**src/rtl/counter_seq_ctrl_if.sv**
```systemverilog
// Command / status bundle for counter_seq_ctrl.
// The master drives commands and control; the slave (the controller) drives status.
interface counter_seq_ctrl_if #(
  parameter int unsigned WIDTH = 4,
  parameter int unsigned REP_W = 4
);
  logic             cmd_valid;
  logic             cmd_ready;
  logic [WIDTH-1:0] cmd_limit;
  logic [REP_W-1:0] cmd_reps;
  logic             abort;
  logic             pause;
  logic [WIDTH-1:0] count;
  logic             wrap;
  logic [REP_W-1:0] reps_left;
  logic             busy;
  logic             done;

  modport master (
    output cmd_valid, cmd_limit, cmd_reps, abort, pause,
    input  cmd_ready, count, wrap, reps_left, busy, done
  );

  modport slave (
    input  cmd_valid, cmd_limit, cmd_reps, abort, pause,
    output cmd_ready, count, wrap, reps_left, busy, done
  );
endinterface

```
**src/rtl/counter_seq_ctrl.sv**
```systemverilog
// Repeating up-counter sequencer: counts 0..limit for a commanded number of
// periods, pulsing wrap at each period end and done once on completion.
// Optional pause/hold support is compiled in with COUNTER_SEQ_CTRL_PAUSE_EN.
module counter_seq_ctrl #(
  parameter int unsigned WIDTH = 4,
  parameter int unsigned REP_W = 4
) (
  input  logic                 clk,
  input  logic                 rst,
  counter_seq_ctrl_if.slave    bus
);

`ifdef COUNTER_SEQ_CTRL_PAUSE_EN
  typedef enum logic [1:0] {
    S_IDLE  = 2'd0,
    S_RUN   = 2'd1,
    S_PAUSE = 2'd2,
    S_DONE  = 2'd3
  } state_e;
`else
  typedef enum logic [1:0] {
    S_IDLE  = 2'd0,
    S_RUN   = 2'd1,
    S_DONE  = 2'd3
  } state_e;

  // pause stays on the bundle but has no function in this build
  logic unused_pause_c;
  assign unused_pause_c = bus.pause;
`endif

  state_e           state_q, state_d;
  logic [WIDTH-1:0] count_q, count_d;
  logic [WIDTH-1:0] limit_q, limit_d;
  logic [REP_W-1:0] reps_q,  reps_d;
  logic             wrap_q,  wrap_d;

  logic             at_limit_c;
  logic             last_rep_c;
  logic             ready_c;
  logic             busy_c;
  logic             done_c;

  assign at_limit_c = (count_q == limit_q);
  assign last_rep_c = (reps_q == REP_W'(1));

  // State register
  always_ff @(posedge clk) begin
    if (rst) begin
      state_q <= S_IDLE;
    end else begin
      state_q <= state_d;
    end
  end

  // Next-state: abort beats pause, pause beats terminal-count handling
  always_comb begin
    state_d = state_q;
    case (state_q)
      S_IDLE: begin
        if (bus.cmd_valid) begin
          state_d = (bus.cmd_reps == REP_W'(0)) ? S_DONE : S_RUN;
        end
      end
      S_RUN: begin
        if (bus.abort) begin
          state_d = S_IDLE;
`ifdef COUNTER_SEQ_CTRL_PAUSE_EN
        end else if (bus.pause) begin
          state_d = S_PAUSE;
`endif
        end else if (at_limit_c && last_rep_c) begin
          state_d = S_DONE;
        end
      end
`ifdef COUNTER_SEQ_CTRL_PAUSE_EN
      S_PAUSE: begin
        if (bus.abort) begin
          state_d = S_IDLE;
        end else if (!bus.pause) begin
          state_d = S_RUN;
        end
      end
`endif
      S_DONE: begin
        state_d = S_IDLE;
      end
      default: begin
        state_d = S_IDLE;
      end
    endcase
  end

  // Moore status decode
  always_comb begin
    ready_c = 1'b0;
    busy_c  = 1'b0;
    done_c  = 1'b0;
    case (state_q)
      S_IDLE:  ready_c = 1'b1;
      S_RUN:   busy_c  = 1'b1;
`ifdef COUNTER_SEQ_CTRL_PAUSE_EN
      S_PAUSE: busy_c  = 1'b1;
`endif
      S_DONE:  done_c  = 1'b1;
      default: ready_c = 1'b0;
    endcase
  end

  // Datapath next values: command latch, count advance, period bookkeeping
  always_comb begin
    count_d = count_q;
    limit_d = limit_q;
    reps_d  = reps_q;
    wrap_d  = 1'b0;
    case (state_q)
      S_IDLE: begin
        if (bus.cmd_valid) begin
          limit_d = bus.cmd_limit;
          reps_d  = bus.cmd_reps;
          count_d = WIDTH'(0);
        end
      end
      S_RUN: begin
        if (bus.abort) begin
          count_d = WIDTH'(0);
          reps_d  = REP_W'(0);
`ifdef COUNTER_SEQ_CTRL_PAUSE_EN
        end else if (bus.pause) begin
          count_d = count_q;
`endif
        end else if (at_limit_c) begin
          count_d = WIDTH'(0);
          wrap_d  = 1'b1;
          reps_d  = reps_q - REP_W'(1);
        end else begin
          count_d = count_q + WIDTH'(1);
        end
      end
`ifdef COUNTER_SEQ_CTRL_PAUSE_EN
      S_PAUSE: begin
        if (bus.abort) begin
          count_d = WIDTH'(0);
          reps_d  = REP_W'(0);
        end
      end
`endif
      default: begin
        count_d = count_q;
      end
    endcase
  end

  // Datapath registers
  always_ff @(posedge clk) begin
    if (rst) begin
      count_q <= WIDTH'(0);
      limit_q <= WIDTH'(0);
      reps_q  <= REP_W'(0);
      wrap_q  <= 1'b0;
    end else begin
      count_q <= count_d;
      limit_q <= limit_d;
      reps_q  <= reps_d;
      wrap_q  <= wrap_d;
    end
  end

  assign bus.cmd_ready = ready_c;
  assign bus.busy      = busy_c;
  assign bus.done      = done_c;
  assign bus.count     = count_q;
  assign bus.wrap      = wrap_q;
  assign bus.reps_left = reps_q;

endmodule

```
**src/flat_wrapper.sv**
```systemverilog
// flat-port wrapper written by rule: the top's interface ports become plain ports
module counter_seq_ctrl_flat 
#(
  parameter int unsigned WIDTH = 4,
  parameter int unsigned REP_W = 4
)
  (clk, rst, bus_cmd_valid, bus_cmd_limit, bus_cmd_reps, bus_abort, bus_pause, bus_cmd_ready, bus_count, bus_wrap, bus_reps_left, bus_busy, bus_done);
  counter_seq_ctrl_if #(.WIDTH(WIDTH), .REP_W(REP_W)) bus_i ();
  input  logic clk;
  input  logic rst;
  input wire logic [$bits(bus_i.cmd_valid)-1:0] bus_cmd_valid;
  input wire logic [$bits(bus_i.cmd_limit)-1:0] bus_cmd_limit;
  input wire logic [$bits(bus_i.cmd_reps)-1:0] bus_cmd_reps;
  input wire logic [$bits(bus_i.abort)-1:0] bus_abort;
  input wire logic [$bits(bus_i.pause)-1:0] bus_pause;
  output wire logic [$bits(bus_i.cmd_ready)-1:0] bus_cmd_ready;
  output wire logic [$bits(bus_i.count)-1:0] bus_count;
  output wire logic [$bits(bus_i.wrap)-1:0] bus_wrap;
  output wire logic [$bits(bus_i.reps_left)-1:0] bus_reps_left;
  output wire logic [$bits(bus_i.busy)-1:0] bus_busy;
  output wire logic [$bits(bus_i.done)-1:0] bus_done;
  assign bus_i.cmd_valid = bus_cmd_valid;
  assign bus_i.cmd_limit = bus_cmd_limit;
  assign bus_i.cmd_reps = bus_cmd_reps;
  assign bus_i.abort = bus_abort;
  assign bus_i.pause = bus_pause;
  assign bus_cmd_ready = bus_i.cmd_ready;
  assign bus_count = bus_i.count;
  assign bus_wrap = bus_i.wrap;
  assign bus_reps_left = bus_i.reps_left;
  assign bus_busy = bus_i.busy;
  assign bus_done = bus_i.done;
  counter_seq_ctrl #(.WIDTH(WIDTH), .REP_W(REP_W)) u_core (.clk(clk), .rst(rst), .bus(bus_i));
endmodule
```
**config.mk**
```make
export PLATFORM = sky130hd
export DESIGN_NAME = counter_seq_ctrl_flat
export DESIGN_NICKNAME = d
export VERILOG_FILES = /design/src/rtl/counter_seq_ctrl_if.sv /design/src/rtl/counter_seq_ctrl.sv /design/src/flat_wrapper.sv
export SDC_FILE = /design/constraint.sdc
export NUM_CORES = 1
export LEC_CHECK = 0
export CORE_UTILIZATION = 45
export CTS_CLUSTER_DIAMETER = 100
export CTS_CLUSTER_SIZE = 14
export DETAILED_ROUTE_END_ITERATION = 8
export DONT_BUFFER_PORTS = 1
export MAX_ROUTING_LAYER = met4
export SYNTH_ARGS = -nofsm -noshare
export SYNTH_HDL_FRONTEND = slang
export SYNTH_SLANG_ARGS = --single-unit
```
**constraint.sdc**
```tcl
create_clock -name clk -period 1.9 [get_ports clk]
set_clock_uncertainty 0.2 [all_clocks]
set_input_delay 0.38 -clock clk [delete_from_list [all_inputs] [get_ports clk]]
set_output_delay 0.38 -clock clk [all_outputs]
set_load 0.05 [all_outputs]
```
final_clocks.png
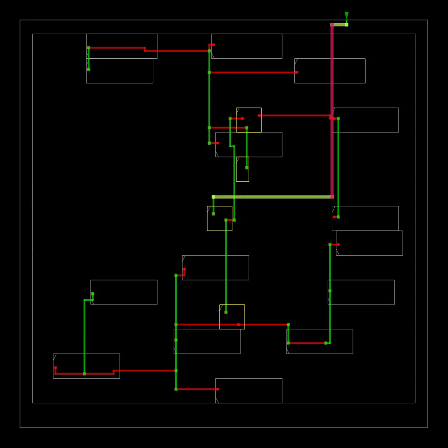
clock buffers: 4
clock group power: 0.000180 W
Clock Latency Late Sink: 0.27 ns
CTS Buf Count: 3
Seq cells: 15

==> deck_impl_summary.md <==
Synthesis and Place & Route Summary

Run status
  • Outcome: finished, final reports clean

Layout
  • Reg area: 304 µm²
  • Fin area: 970 µm²
  • Fin nets: 116
  • Diodes inserted: 0
  • Share of post-route cells with drive strength above 1: 0.263
  • Logic area: 497 µm²

Power
  • Internal power: 0.000491 W
  • Maximum VDD drop: 373 µV
  • Flop pwr share: 0.480
  • Leakage: 0.359 nW
  • Combinational power share: 0.278
  • PwrDens: 768 nW/µm²

Critical path
  • Critical path peak fanout: 7
  • RR Startpoint: u_core.state_q[1]$_SDFFE_PP0P_
  • Worst Setup Path Type: reg -> out
  • Setup crit end kind: output port

Die
  • # rows: 15
  • Initial Utilization: 0.483
  • I/O pin count: 25

Yosys
  • XOR-XNOR Cells, Area Fraction: 0.0735
  • Complex Gates by Area: 0.168
  • Mux frac, synth: 0.0720
  • Synth Area in Adders: 0.0450
  • Yosys stat cell total: 89
  • Fraction of registers with async set/reset: 0
  • Cell Area, Synth: 835 µm²
  • Dominant register cell: dfxtp_1
  • Synth Instances: 89
  • YS warnings: 0
  • Avg Cell Area, Syn: 9.38 µm²

Clocking
  • CTS tree: done
  • Post-CTS setup buffer count: 0
  • CTS max path bufs: 2
  • Root Buffer: clkbuf_4

Drt
  • Vias/cell: 5.60
  • Detailed router's first-iteration violation count: 10
  • Average wire per standard cell: 14.4 µm
  • Final ANT Viol Nets: 0

STA
  • Post-layout min period: 1.76 ns
  • Tcrit/Tclk final: 0.925
  • Actual slew at the worst max-slew pin: 0.585 ns
  • Slew headroom: 0.609

Global route
  • Congestion Overflow GR: 0
  • Vias in the first global route: 690
  • GR Util All Layers: 0.198
  • Initial antenna violation count: 0

Hold path
  • Hold path endpoint: u_core.limit_q[3]$_SDFFE_PP0P_
  • WHS Path Cells: 2

Placed design
  • Placed cell area: 921 µm²
  • Detailed Place HPWL: 1310 µm

Job
  • Tool warnings: 28
  • Max-cap viol count: 0
pins.png
Drawn at 8 px/µm. Pins as bars across the die edge, other pins in gray.
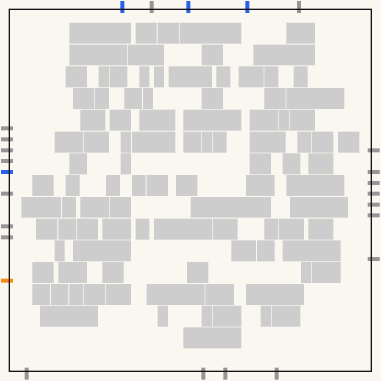
Blue is bus_reps_left, pins 4, direction output, edge 3 north, 1 west. Orange is bus_done, pins 1, direction output, edge west.
All pins by edge: 9 west, 7 east, 5 north, 4 south.
Port Buf Inserts: 0
Die Ht: 45.1 µm
Die Width: 45.1 µm

-- how the worst max path moves through the flow --
stage | start | to | slack [ns] | cells after the start
after floorplan | u_core.bus.count[1]$_SDFFE_PP0P_ | u_core.bus.reps_left[2]$_SDFFE_PP0P_ | 0.005 | 4
after global placement | bus_abort | u_core.bus.reps_left[1]$_SDFFE_PP0P_ | 0.12 | 4
after detailed placement | bus_abort | u_core.bus.reps_left[3]$_SDFFE_PP0P_ | 0.09 | 4
after CTS | u_core.state_q[1]$_SDFFE_PP0P_ | bus_busy | 0.07 | 3
after global routing | u_core.bus.count[1]$_SDFFE_PP0P_ | u_core.bus.reps_left[0]$_SDFFE_PP0P_ | 0.03 | 4
final | u_core.state_q[1]$_SDFFE_PP0P_ | bus_busy | 0.14 | 3
-- cell type report --
class | instances | share of cell area
clock buffers | 4 | 0.0271
inverters | 4 | 0.0194
multi-input cells | 64 | 0.512
flip-flops and latches | 15 | 0.314
well taps | 25 | 0.0323
repair buffers | 12 | 0.0955
-- per-layer routing --
layer  track usage  routed length [µm]  up-vias
met5             -                   0        -
met4        0.0909                  19        0
met3        0.0520                 102        2
met2         0.316                 837       19
met1         0.230                 826      328
li1              -                   -      346
-- registers in the layout, indices dropped and copies added, names as in the netlist --
| signal | count |
|---|---|
| u_core.state_q | 2 |
| u_core.bus.count | 4 |
| u_core.limit_q | 4 |
| u_core.bus.reps_left | 4 |
| u_core.bus.wrap | 1 |
-- layout by cell type, fill, tap and decap left out, types with 2 or more instances in the layout --
master and instances:
dfxtp_1 12, buf_4 11, nor4_1 2, o31ai_1 2, dfxtp_2 3, or3_1 2
mux2i_1 6, xor2_1 2, nand4_1 2, clkbuf_4 3, nor2_2 2, nor3_1 8
nand2_1 3, a21oi_1 4, inv_1 3, nor2_1 6, xnor2_1 5, a2111oi_1 2
ha_1 3
-- what timing repair did --
item | in CTS | in global routing
hold buffers | 1 | 0
gates resized | 2 | 2
endpoints found under the hold margin | 15 | 0
endpoints found under the setup margin | 1 | 2
-- per-stage QoR --
| step | cells | worst slack (ns) | total power (W) | hold slack, ns |
|---|---|---|---|---|
| 6_report | 124 | 0.142 | 0.000744 | 0.0491 |
| 5_1_grt | 124 | 0.0306 | 0.000784 | 0.0537 |
| 4_1_cts | 124 | 0.0749 | 0.000752 | 0.0413 |
| 3_5_place_dp | 119 | 0.0900 | 0.000561 | 0.247 |
| 3_3_place_gp | 119 | 0.123 | 0.000558 | 0.244 |
| 2_1_floorplan | 89 | 0.00503 | 0.000525 | 0.282 |
-- power groups by stage --
stage / clock network, W / registers (W) / logic (W)
floorplan: 0 / 0.000405 / 0.000120
global placement: 0 / 0.000364 / 0.000194
detailed placement: 0 / 0.000364 / 0.000197
CTS: 0.000189 / 0.000357 / 0.000206
global route: 0.000202 / 0.000359 / 0.000222
finish: 0.000180 / 0.000357 / 0.000207
-- worst max-delay path, cell delays in order, from the launching register on --
cell        delay [ns]
dfxtp_1           0.34
buf_4             0.14
nand2b_4          0.17
clkinvlp_4        0.25
No activity file was given, so power comes from the tool's default toggle rates.
